Design load_store_unit, sky130hd; sources not shown.
Run 1, routing congestion map:
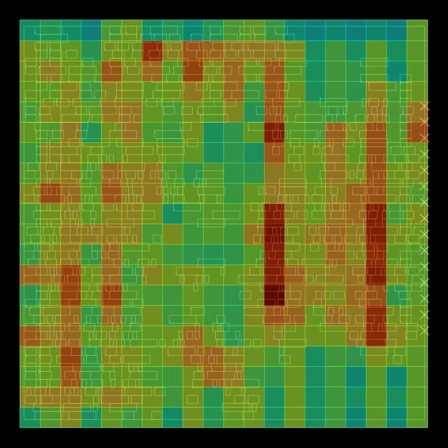
global routing usage on met1: 0.222
WL per Instance: 18.3 um

Run 1, pin map:
(2 px per um) Pins as bars across the die edge, other pins in gray.
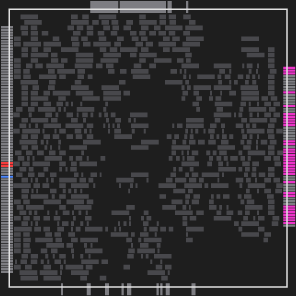
legend:
  red:
    port: req_size
    pins: 2
    direction: input
    edge: left
  magenta:
    port: mem_rdata
    pins: 32
    direction: input
    edge: right
  blue:
    port: req_we
    pins: 1
    direction: input
    edge: left
all pins by edge: 91 left, 59 right, 43 top, 14 bottom
Die Ht: 138 um
# port buffers: 204
Die W: 138 um

Run 1, nets reached from selected ports:
(3 px per um)
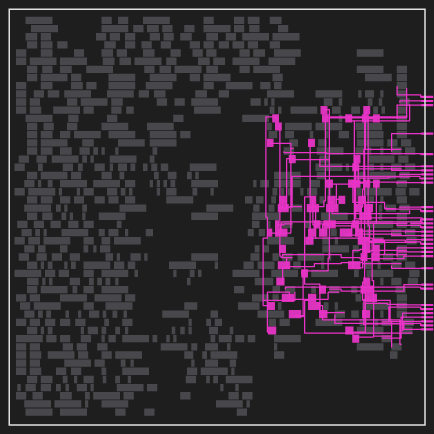
legend:
  magenta:
    port: mem_rdata
    direction: input
    end_cells: 63
    buffers: 32
    wire: 2070 um
num ports: 207

==> changes_impl.md, run 1 <==
### Changed

- Outcome: finished, violations left
- Failing checks: design-rule violations
- Met3 WL: 1620 um
- Grt total ovfl: 0
- Mean Syn Cell Area: 10.9 um^2
- Largest class: flip-flops and latches
- Most Crowded Layer GR: met2
- Post-synth EDFFs: 0
- CTS buffer count: 9
- Via density: 4.81
- Area share, top type: 0.531
- Slowest Stage Delay on Critical Path: 0.63 ns
- Sw Share: 0.410
- # nets final: 777
- Syn-to-layout area delta: 49.1%
- Power Total: 6.98 mW
- Yosys cell count: 474
- CP bufs+invs: 2
- Met1 wire length: 6920 um
- Top cell type by instance count after synthesis: dfrtp_1
- Slew margin rel.: 0.465
- Top logic family: multiplexers
- Bufs w/o clock: 213
- First-pass GRT wire length: 26500 um
- Critical path's slowest cell: clkdlybuf4s50_1
- RSZ-0062 raised after global routing: false
- Core Util at FP: 0.287
- Post-synth top area cell: dfrtp_1
- P_clk: 1.03 mW
- Seq pwr: 2.24 mW
- #MultiIn Comb: 327
- Clock buffers: 9
- Pre-CTS setup slack: 0.721 ns
- Cell area after layout: 0.00773 mm^2
- CTS sink count: 110
- Fraction of layout cells with a size suffix above 1: 0.132
- GR Util All Layers: 0.179
- N_diodes: 0
- Tmin final: 2.53 ns
- Drt total wl: 16500 um
- Cts hold-fix bufs: 0
- FILL cells: 1986
- Pint: 4.11 mW
- Max-cap violation count: 0
- Top Layout Cells: clkdlybuf4s50_1 (203), dfrtp_1 (110), nand2_1 (71)
- AND-OR/OR-AND Cells, Area Fraction: 0.132
- Crit-path max FO: 3
- Uppermost layer routed: met4
- Warnings from Yosys: 0
- DRC: 30
- H-tree depth: 3
- Most numerous logic cell after layout: clkdlybuf4s50_1
- Number of distinct library cells after synthesis: 41
- Sequential Power Share: 0.321
- Chip Area, Yosys: 0.00519 mm^2
- Seq/Total Area, Yosys: 0.531
- Clk pwr share: 0.148
- Worst skew pair latency: 0.36 ns
- Max clock buf depth: 2
- Clock-pin slew of the registers on the worst-case setup and hold paths: 0.08 ns
- Post-layout period usage: 0.722
- Flop count: 110
- Vias in the first global route: 4725
- Initial antenna violation count: 0
- Hold Path Class: reg -> reg
- Placed Cells: 887
- Logic cell area: 0.00225 mm^2
- GR Util met2: 0.291
- Comb/total area: 0.290
- Switching power: 2.86 mW
- Yosys reg bits: 110
- Fin Setup TNS: 0 ns
- Tapcell count: 229
- Power density over the cells: 902 mW/mm^2
- Crit-path cells: inv_1 -> ha_1 -> clkdlybuf4s50_1
- Detailed Place HPWL: 12400 um
- PnR worst setup slack: 0.975 ns
- Worst Setup Path Type: reg -> out
- Rows: 49
- Biggest area cells: dfrtp_1 (53%), mux2_2 (9.8%), nand2_1 (5.1%), mux2i_1 (4.8%), o21ai_0 (3.7%)
- Post-CTS Resized: 0
- Signal buffers share of area: 0.274
- Worst-margin pin slew: 0.801 ns
- Syn Std Cell Area: 0.00519 mm^2
- OpenROAD warning count: 28
- Sequential cell area: 0.00275 mm^2
--- run 2 (diff from run 1) ---
- ABC_CLOCK_PERIOD_IN_PS: 3500 -> 2600
- CORE_UTILIZATION: 28 -> 26
- PLACE_DENSITY: 0.9 -> 0.85
- clock period: 3.5 -> 2.6 ns (I/O delays scaled with it)
Run 2, routing congestion map:
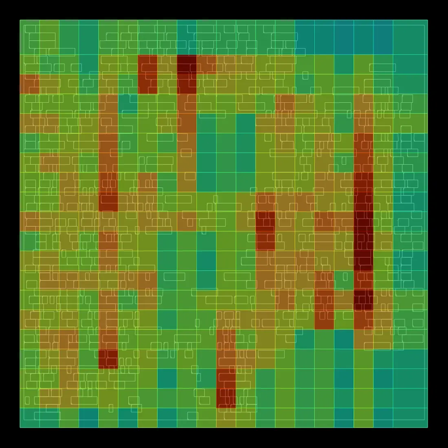
Most Crowded Layer GR: met2
GR Util met2: 0.291
GR Util All Layers: 0.176
global routing usage on met1: 0.207
WL per Instance: 18.3 um

Run 2, signal wires by layer:
(2 px per um)
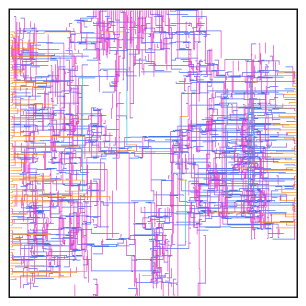
legend:
  cyan:
    layer: M4
    wire_length: 394 um
  blue:
    layer: M1
    wire_length: 7150 um
  orange:
    layer: M3
    wire_length: 1580 um
  magenta:
    layer: M2
    wire_length: 8100 um
via count: 4414
drt total wl: 17200 um

==> changes_impl.md, run 2 <==
### Changed

- Clock buffers: 9 (unchanged)
- Fin Setup TNS: 0 ns (unchanged)
- Grt total ovfl: 0 (unchanged)
- Crit-path cells: inv_1 -> ha_1 -> clkdlybuf4s50_1
- Cts hold-fix bufs: 0 (unchanged)
- Yosys cell count: 474 (unchanged)
- Worst-margin pin slew: 0.625 ns (-0.176 ns)
- First-pass GRT wire length: 27100 um (+2.0%)
- Top cell type by instance count after synthesis: dfrtp_1
- Hold Path Class: in -> async
- Slew margin rel.: 0.583 (+0.118)
- CTS sink count: 110 (unchanged)
- Syn Std Cell Area: 0.00519 mm^2 (unchanged)
- Crit-path max FO: 3 (unchanged)
- Syn-to-layout area delta: 51.3%
- AND-OR/OR-AND Cells, Area Fraction: 0.132 (unchanged)
- Post-synth top area cell: dfrtp_1
- RSZ-0062 raised after global routing: false
- Area share, top type: 0.531 (unchanged)
- Switching power: 3.93 mW (+37%)
- Chip Area, Yosys: 0.00519 mm^2 (unchanged)
- PnR worst setup slack: 0.306 ns (-0.669 ns)
- Cell area after layout: 0.00785 mm^2 (+1.5%)
- Worst skew pair latency: 0.36 ns (about the same)
- CTS buffer count: 9 (unchanged)
- Seq pwr: 2.99 mW (+33%)
- P_clk: 1.43 mW (+39%)
- Yosys reg bits: 110 (unchanged)
- Fraction of layout cells with a size suffix above 1: 0.138 (+0.00639)
- Power density over the cells: 1220 mW/mm^2 (+35%)
- Die Ht: 143 um (+3.7%)
- Number of distinct library cells after synthesis: 41 (unchanged)
- Top Layout Cells: clkdlybuf4s50_1 (203), dfrtp_1 (110), nand2_1 (71)
- Clk pwr share: 0.149 (about the same)
- Die W: 143 um (+3.7%)
- Seq/Total Area, Yosys: 0.531 (unchanged)
- Critical path's slowest cell: clkdlybuf4s50_1
- Sequential Power Share: 0.313 (-0.008)
- CP bufs+invs: 2 (unchanged)
- #MultiIn Comb: 327 (unchanged)
- OpenROAD warning count: 30 (+7.1%)
- Initial antenna violation count: 0 (unchanged)
- DRC: 0 (-100%)
- Power Total: 9.54 mW (+37%)
- Core Util at FP: 0.266 (-0.0212)
- Post-CTS Resized: 0 (unchanged)
- Sw Share: 0.412 (+0.00161)
- Placed Cells: 928 (+4.6%)
- Sequential cell area: 0.00275 mm^2 (unchanged)
- Met1 wire length: 7150 um (+3.3%)
- Max clock buf depth: 2 (unchanged)
- Vias in the first global route: 4979 (+5.4%)
- Detailed Place HPWL: 12700 um (+2.4%)
- Uppermost layer routed: met4
- Comb/total area: 0.286 (-0.00417)
- Xor/xnor share: 0.00169
- Pre-CTS setup slack: 0.308 ns (-0.414 ns)
- Post-layout period usage: 0.882
- Met3 WL: 1580 um (-2.0%)
- Tmin final: 2.29 ns
- FILL cells: 2166 (+9.1%)
- Outcome: completed
- Via density: 4.68 (-2.8%)
- Flop count: 110 (unchanged)
- Tapcell count: 265 (+16%)
- Mean Syn Cell Area: 10.9 um^2 (unchanged)
- Slowest Stage Delay on Critical Path: 0.62 ns (about the same)
- Worst Setup Path Type: reg -> out
- Num ports: 207 (unchanged)
- # port buffers: 204 (unchanged)
- Biggest area cells: dfrtp_1 (53%), mux2_2 (9.8%), nand2_1 (5.1%), mux2i_1 (4.8%), o21ai_0 (3.7%)
- Signal buffers share of area: 0.278 (+0.00404)
- Warnings from Yosys: 0 (unchanged)
- N_diodes: 0 (unchanged)
- Clock-pin slew of the registers on the worst-case setup and hold paths: 0.08 ns (about the same)
Power is estimated from default activity; no workload was simulated.
